**src/rtl/clock_group_reset_sequencer.sv**
```systemverilog
// clock_group_reset_sequencer
// Holds all members of one clock group in reset, releases them in index order,
// then services a gate request/acknowledge handshake, draining members to idle
// before switching their clock enables off.
//
// Optional feature macro: CLKGRP_SEQ_STAGGER_EN
//   defined   -> members released one at a time, STAGGER cycles apart
//   undefined -> all members released together at the end of HOLD
//
// Handshake: gate_req is a level request. gate_ack rises only once every member
// has shown idle on two consecutive samples. It stays high while the clocks are
// gated and falls on the edge after gate_req is seen low. A drain that times out
// returns to RUN with a one-cycle gate_err pulse. It then ignores gate_req until
// gate_req has been seen low at least once.
module clock_group_reset_sequencer #(
   parameter int NUM_MEMBERS   = 4,
   parameter int HOLD_CYCLES   = 16,
   parameter int STAGGER       = 2,
   parameter int DRAIN_TIMEOUT = 64
) (
   input  logic                   clock,
   input  logic                   reset,
   input  logic                   sw_reset_req,
   input  logic                   gate_req,
   input  logic [NUM_MEMBERS-1:0] member_idle,
   output logic [NUM_MEMBERS-1:0] member_reset,
   output logic [NUM_MEMBERS-1:0] member_clk_en,
   output logic                   gate_ack,
   output logic                   gate_err,
   output logic [2:0]             state
);

   localparam int MAX_HS = (HOLD_CYCLES > STAGGER) ? HOLD_CYCLES : STAGGER;
   localparam int MAXV   = (MAX_HS > DRAIN_TIMEOUT) ? MAX_HS : DRAIN_TIMEOUT;
   localparam int CW     = $clog2(MAXV + 1);
   localparam int IW     = $clog2(NUM_MEMBERS + 1);

   localparam logic [CW-1:0] HOLD_LAST    = CW'(HOLD_CYCLES - 1);
   localparam logic [CW-1:0] STAGGER_LAST = CW'(STAGGER - 1);
   localparam logic [CW-1:0] DRAIN_LAST   = CW'(DRAIN_TIMEOUT - 1);
   localparam logic [IW-1:0] LAST_MEMBER  = IW'(NUM_MEMBERS - 1);

   typedef enum logic [2:0] {
      S_HOLD    = 3'd0,
      S_RELEASE = 3'd1,
      S_RUN     = 3'd2,
      S_DRAIN   = 3'd3,
      S_GATED   = 3'd4
   } seq_state_t;

   seq_state_t       state_q, state_d;
   logic [CW-1:0]    cnt_q, cnt_d;
   logic [IW-1:0]    idx_q, idx_d;      // number of members already released
   logic             idle_seen_q, idle_seen_d;
   logic             armed_q, armed_d;
   logic             err_d;
   logic             all_idle;

   logic [NUM_MEMBERS-1:0] member_reset_d;
   logic [NUM_MEMBERS-1:0] member_clk_en_d;
   logic                   gate_ack_d;

   assign all_idle = &member_idle;
   assign state    = state_q;

   // State register plus the registered copies of every output
   always_ff @(posedge clock or negedge reset) begin
      if (!reset) begin
         state_q       <= S_HOLD;
         cnt_q         <= '0;
         idx_q         <= '0;
         idle_seen_q   <= 1'b0;
         armed_q       <= 1'b1;
         member_reset  <= '1;
         member_clk_en <= '1;
         gate_ack      <= 1'b0;
         gate_err      <= 1'b0;
      end else begin
         state_q       <= state_d;
         cnt_q         <= cnt_d;
         idx_q         <= idx_d;
         idle_seen_q   <= idle_seen_d;
         armed_q       <= armed_d;
         member_reset  <= member_reset_d;
         member_clk_en <= member_clk_en_d;
         gate_ack      <= gate_ack_d;
         gate_err      <= err_d;
      end
   end

   // Next-state, counter, member index and armed-flag logic
   always_comb begin
      state_d     = state_q;
      cnt_d       = cnt_q;
      idx_d       = idx_q;
      idle_seen_d = idle_seen_q;
      armed_d     = armed_q;
      err_d       = 1'b0;

      if (!gate_req) armed_d = 1'b1;

      if (sw_reset_req) begin
         state_d     = S_HOLD;
         cnt_d       = '0;
         idx_d       = '0;
         idle_seen_d = 1'b0;
      end else begin
         case (state_q)
            S_HOLD: begin
               if (cnt_q == HOLD_LAST) begin
                  cnt_d = '0;
                  idx_d = IW'(1);
                  if (NUM_MEMBERS == 1) begin
                     state_d = S_RUN;
                  end else begin
`ifdef CLKGRP_SEQ_STAGGER_EN
                     state_d = S_RELEASE;
`else
                     state_d = S_RUN;
`endif
                  end
               end else if (cnt_q != '1) begin
                  cnt_d = cnt_q + CW'(1);
               end
            end
            S_RELEASE: begin
               if (cnt_q == STAGGER_LAST) begin
                  cnt_d = '0;
                  idx_d = idx_q + IW'(1);
                  if (idx_q == LAST_MEMBER) state_d = S_RUN;
               end else if (cnt_q != '1) begin
                  cnt_d = cnt_q + CW'(1);
               end
            end
            S_RUN: begin
               if (gate_req && armed_q) begin
                  state_d     = S_DRAIN;
                  cnt_d       = '0;
                  idle_seen_d = 1'b0;
               end
            end
            S_DRAIN: begin
               if (!gate_req) begin
                  state_d = S_RUN;
               end else if (all_idle && idle_seen_q) begin
                  state_d = S_GATED;
               end else if (cnt_q == DRAIN_LAST) begin
                  state_d = S_RUN;
                  err_d   = 1'b1;
                  armed_d = 1'b0;
               end else begin
                  if (cnt_q != '1) cnt_d = cnt_q + CW'(1);
                  idle_seen_d = all_idle;
               end
            end
            S_GATED: begin
               if (!gate_req) state_d = S_RUN;
            end
            default: state_d = S_HOLD;
         endcase
      end
   end

   // Output values for the next cycle, derived from the upcoming state
   always_comb begin
      member_reset_d  = '0;
      member_clk_en_d = '1;
      gate_ack_d      = 1'b0;
      case (state_d)
         S_HOLD:    member_reset_d = '1;
         S_RELEASE: begin
            for (int i = 0; i < NUM_MEMBERS; i++)
               member_reset_d[i] = (IW'(i) >= idx_d);
         end
         S_GATED: begin
            member_clk_en_d = '0;
            gate_ack_d      = 1'b1;
         end
         default: member_reset_d = '0;
      endcase
   end

endmodule

```
**config.mk**
```make
export PLATFORM = sky130hd
export DESIGN_NAME = clock_group_reset_sequencer
export DESIGN_NICKNAME = d
export VERILOG_FILES = /design/src/rtl/clock_group_reset_sequencer.sv
export SDC_FILE = /design/constraint.sdc
export NUM_CORES = 1
export LEC_CHECK = 0
export CORE_MARGIN = 5
export CORE_UTILIZATION = 50
export CTS_CLUSTER_SIZE = 40
export DETAILED_ROUTE_END_ITERATION = 7
export PLACE_DENSITY_LB_ADDON = 0.08
export SLEW_MARGIN = 20
export SYNTH_ARGS = -nofsm -noshare
export SYNTH_HDL_FRONTEND = slang
export SYNTH_SLANG_ARGS = --single-unit
export TNS_END_PERCENT = 1
```
**constraint.sdc**
```tcl
create_clock -name clock -period 2.5 [get_ports clock]
set_clock_uncertainty 0.05 [all_clocks]
set_input_delay 0.25 -clock clock [delete_from_list [all_inputs] [get_ports clock]]
set_output_delay 0.25 -clock clock [all_outputs]
set_load 0.01 [all_outputs]
```
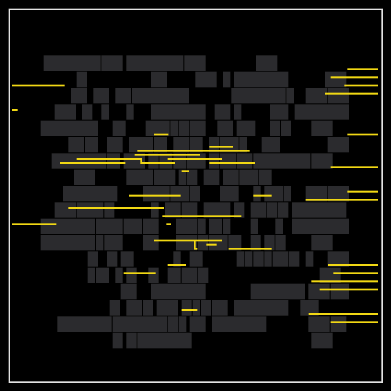
run_1/m3.png
Drawn at 6 px/um. Cells faint in the background.
wire length on this layer	276 um
nets with wire on the layer	32
main direction	horizontal

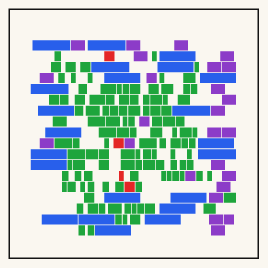
run_1/class_map.png
Drawn at 4 px/um.
color	class	cells
red	clock drivers and dummy loads	4
blue	registers	22
purple	remaining buffers and delay cells	25
green	remaining logic cells	115

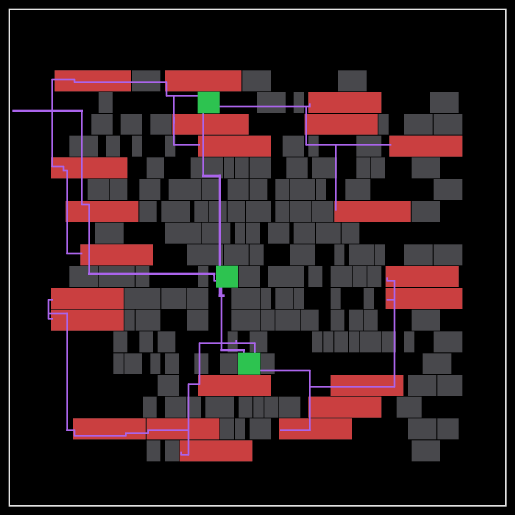
run_1/clock_wires.png
Drawn at 8 px/um.
[purple] clock wires | length: 287 um
[red] flip-flops | count: 22
[green] clock-net drivers | count: 3
routed clock nets	4

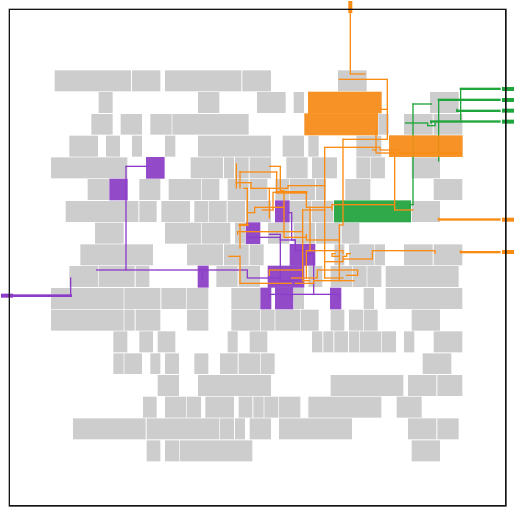
run_1/port_trees.png
Drawn at 8 px/um.
color	port	bits	direction	end cells	buffers	wire
purple	`sw_reset_req`	1	input	10	2	89.4 um
orange	`state`	3	output	3	3	282 um
green	`member_clk_en`	4	output	1	4	58.2 um
# IOs: 21
Port Buffer Count: 20

==> run_results.csv, run 1 <==
group,metric,value,unit
final_timing,setup_viol,0,
logic_synthesis,synth.most_common_cell,"dfrtp_1",
logic_synthesis,yosys.area_share.simple,26.0,%
floorplanning,rows,18,
clock_network,cts_root_buffer,"clkbuf_4",
logic_synthesis,yosys_warnings,0,
logic_synthesis,netlist_instances,145,
logic_synthesis,top_cell_area_share,29.7,%
layout,register_area,558,um^2
layout,top_register,"cnt_q",
final_timing,rsz0062_at_grt,"false",
setup_path,cp.depth,7,
detailed_routing,drt-pass1-iter-count,4,
setup_path,crit_fanout,6,
flow_run,warning_count,27,
logic_synthesis,synthTopCellsByArea,"dfrtp_1 (30%), dfstp_2 (12%), a21oi_1 (4.8%), ha_1 (3.7%), inv_1 (2.8%)",
layout,drive_gt1_share,15.1,%
layout,final_util,63.4,%
layout,largest_reg_flops,7,
final_timing,fin_setup_tns,0,ps
logic_synthesis,synth-cells-yosys,145,
layout,bufAreaShareNonClock,14.9,%
layout,clock_tree_area_fraction,1.64,%
clock_network,htreeDepth,1,
placed_design,dpl.cell_count,192,
grt,grt_max_degree,23,
clock_network,cts-resized-gates,0,
logic_synthesis,yosys_area,0.00135,mm^2
setup_path,max_stage_delay,510,ps
placed_design,place.gp.congestion,0.892,
layout,clkbuf_count,4,
grt,grt_overflow,0,
setup_path,crit_path_cell_trace,"inv_1 -> ha_1 -> or3b_2 -> o311ai_0 -> a21oi_1 -> nor3_2 -> nor4_1",
clock_network,clock_sinks,22,
logic_synthesis,compound_area_share,22.5,%
layout,final_cells,196,
logic_synthesis,ys_async_sr_fraction,100,%
layout,final_cell_area,0.00160,mm^2
detailed_routing,wl_met2,1.53,mm
layout,largestRegisters,"cnt_q: 7 flops, member_reset: 4 flops",
setup_path,worst-r2r-cell-count,7,
clock_network,clkLatencyLatePin,310,ps
grt,grtUsageTotal,19.1,%
grt,grt.busiest_layer,"met2",
logic_synthesis,ys_seq_share,41.4,%
final_timing,max-slew-margin-rel,54.4,%
logic_synthesis,ys_sh_xor,0,%
floorplanning,fp_util,53.4,%
final_timing,slew_violations,0,
placed_design,hpwl,2.39,mm
run_status,outcome,"finished clean",
final_timing,holdWs,214,ps
setup_path,path_class,"register to register",
detailed_routing,routed.top_layer,"met4",
grt,antenna_found_initial,0,
logic_synthesis,synth-edff-count,0,
layout,final_cell_mix,"clkdlybuf4s50_1 (20), dfrtp_1 (16), a21oi_1 (13)",
layout,mostFrequentLayoutCell,"clkdlybuf4s50_1",
setup_path,crit_slowest_cell,"or3b_2",
layout,nNonClkBuffers,25,
setup_path,setup.worst_path.start,"cnt_q[1]",
flow_run,drv_cap,0,
power,clk-power,169,uW
floorplanning,die_height,61.9,um
power,internal_power,446,uW
setup_path,crit_path_end_kind,"register",
layout,antenna_cells,0,
layout,area_growth,18.9,%
setup_path,crit_arrival,2350,ps
detailed_routing,drt-total-wl,3.24,mm
power,vdd_drop_max,333,uV
grt,grt_pass1_vias,1170,
layout,n_all_inverters,10,
layout,nets,179,
grt,grt_pass1_wl,5.39,mm
placed_design,place_ws,265,ps
detailed_routing,wl_per_cell,16.5,um
==> run 2, diff against run 1 <==
Settings changed: CAP_MARGIN set to 20.
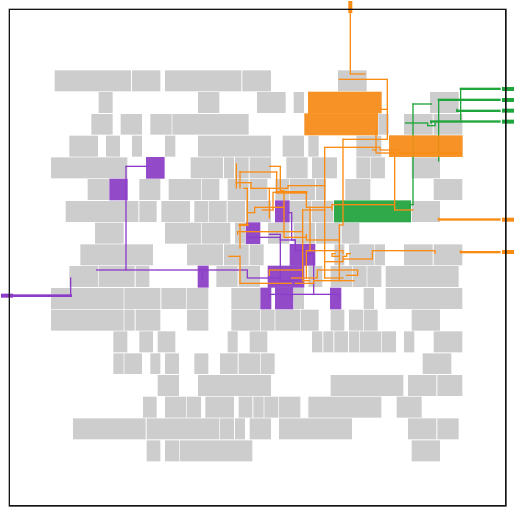
run_2/port_trees.png
Drawn at 8 px/um.
color	port	bits	direction	end cells	buffers	wire
purple	`sw_reset_req`	1	input	10	2	89.4 um
orange	`state`	3	output	3	3	282 um
green	`member_clk_en`	4	output	1	4	58.2 um

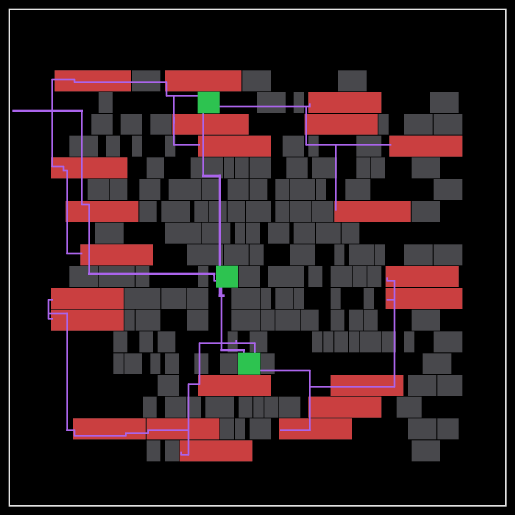
run_2/clock_wires.png
Drawn at 8 px/um.
[purple] clock wires | length: 287 um
[green] clock-net drivers | count: 3
[red] flip-flops | count: 22
routed clock nets	4

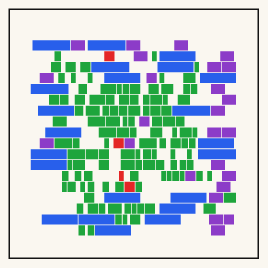
run_2/class_map.png
Drawn at 4 px/um.
color	class	cells
blue	registers	22
green	remaining logic cells	115
red	clock drivers and dummy loads	4
purple	remaining buffers and delay cells	25
Site Rows: 18
utilization after layout: 63.4%
post-route cell area: 0.00160 mm^2
Core Region: 0.00252 mm^2
Seq/total area: 34.9%

==> run 2 against run 1 <==
Routed wire length unchanged; non-clock buffer count stayed put; die size unchanged; setup slack did not move; sequential share of layout area is the same; core utilization unchanged; count of clock-buffer cells in the layout is the same; design area unchanged; sequential cell count stayed put; critical path type unchanged; global-route usage unchanged.
==> run_results.csv, run 2 <==
group,metric,value,unit
run_status,outcome,"finished clean",
logic_synthesis,compound_area_share,22.5,%
flow_run,drv_cap,0,
final_timing,holdWs,214,ps
final_timing,post-route-min-period,2210,ps
layout,antenna_cells,0,
layout,largest_reg_flops,7,
layout,register_area,558,um^2
layout,bufAreaShareNonClock,14.9,%
detailed_routing,routed.top_layer,"met4",
clock_network,htreeDepth,1,
final_timing,fin_ws,293,ps
logic_synthesis,synth.most_common_cell,"dfrtp_1",
placed_design,dpl.cell_count,192,
flow_run,warning_count,27,
power,vdd_drop_max,333,uV
placed_design,hpwl,2.39,mm
floorplanning,fp_util,53.4,%
detailed_routing,drt-total-wl,3.24,mm
logic_synthesis,synth_area_per_cell,9.28,um^2
grt,grt_pass1_vias,1170,
layout,mostFrequentLayoutCell,"clkdlybuf4s50_1",
clock_network,cts-resized-gates,0,
logic_synthesis,netlist_instances,145,
grt,grt_max_degree,23,
logic_synthesis,synth-cells-yosys,145,
setup_path,max_stage_delay,510,ps
detailed_routing,wl_met1,1.42,mm
logic_synthesis,synthTopCellsByArea,"dfrtp_1 (30%), dfstp_2 (12%), a21oi_1 (4.8%), ha_1 (3.7%), inv_1 (2.8%)",
placed_design,place.gp.congestion,0.892,
setup_path,critical-path-top-delay-family,"simple AND/OR/NAND/NOR gates",
logic_synthesis,yosys_area,0.00135,mm^2
power,internal_power,446,uW
final_timing,slew_violations,0,
layout,clock_tree_area_fraction,1.64,%
clock_network,cts_root_buffer,"clkbuf_4",
setup_path,path_class,"register to register",
layout,n_all_inverters,10,
final_timing,hold_viol_final,0,
layout,nNonClkBuffers,25,
grt,grtUsageTotal,19.1,%
grt,grt_pass1_wl,5.39,mm
layout,clkbuf_count,4,
floorplanning,die_height,61.9,um
final_timing,setup_viol,0,
layout,largestRegisters,"cnt_q: 7 flops, member_reset: 4 flops",
setup_path,setup.worst_path.start,"cnt_q[1]",
logic_synthesis,ys_seq_share,41.4,%
logic_synthesis,top_cell_area_share,29.7,%
logic_synthesis,yosys.area_share.simple,26.0,%
clock_network,cts.path.max_buffers,2,
detailed_routing,wl_met2,1.53,mm
layout,drive_gt1_share,15.1,%
grt,grt_overflow,0,
power,comb_power_share,8.8,%
grt,antenna_found_initial,0,
setup_path,crit_fanout,6,
floorplanning,io_pins,21,
setup_path,cp.depth,7,
layout,area_growth,18.9,%
logic_synthesis,ys.flops,22,
logic_synthesis,yosys_warnings,0,
detailed_routing,wl_met3,275,um
final_timing,rsz0062_at_grt,"false",
setup_path,crit_arrival,2350,ps
setup_path,crit_path_end_kind,"register",
power,clk-power,169,uW
detailed_routing,drt-pass1-iter-count,4,
setup_path,crit_path_cell_trace,"inv_1 -> ha_1 -> or3b_2 -> o311ai_0 -> a21oi_1 -> nor3_2 -> nor4_1",
placed_design,port_buffers,20,
power,powerComb,51.4,uW
placed_design,place_ws,265,ps
clock_network,clock_sinks,22,
placed_design,placed_area,0.00157,mm^2
final_timing,fin_setup_tns,0,ps
layout,final_cells,196,
floorplanning,dieWidth,61.9,um
clock_network,clkLatencyLatePin,310,ps
setup_path,crit_slowest_cell,"or3b_2",
setup_path,worst-r2r-cell-count,7,
layout,final_cell_mix,"clkdlybuf4s50_1 (20), dfrtp_1 (16), a21oi_1 (13)",
final_timing,max-slew-margin-rel,54.4,%
logic_synthesis,ys_sh_xor,0,%
detailed_routing,wl_per_cell,16.5,um
logic_synthesis,synth-edff-count,0,
layout,top_register,"cnt_q",
logic_synthesis,ys_async_sr_fraction,100,%
layout,nets,179,
No activity file was given, so power comes from the tool's default toggle rates.
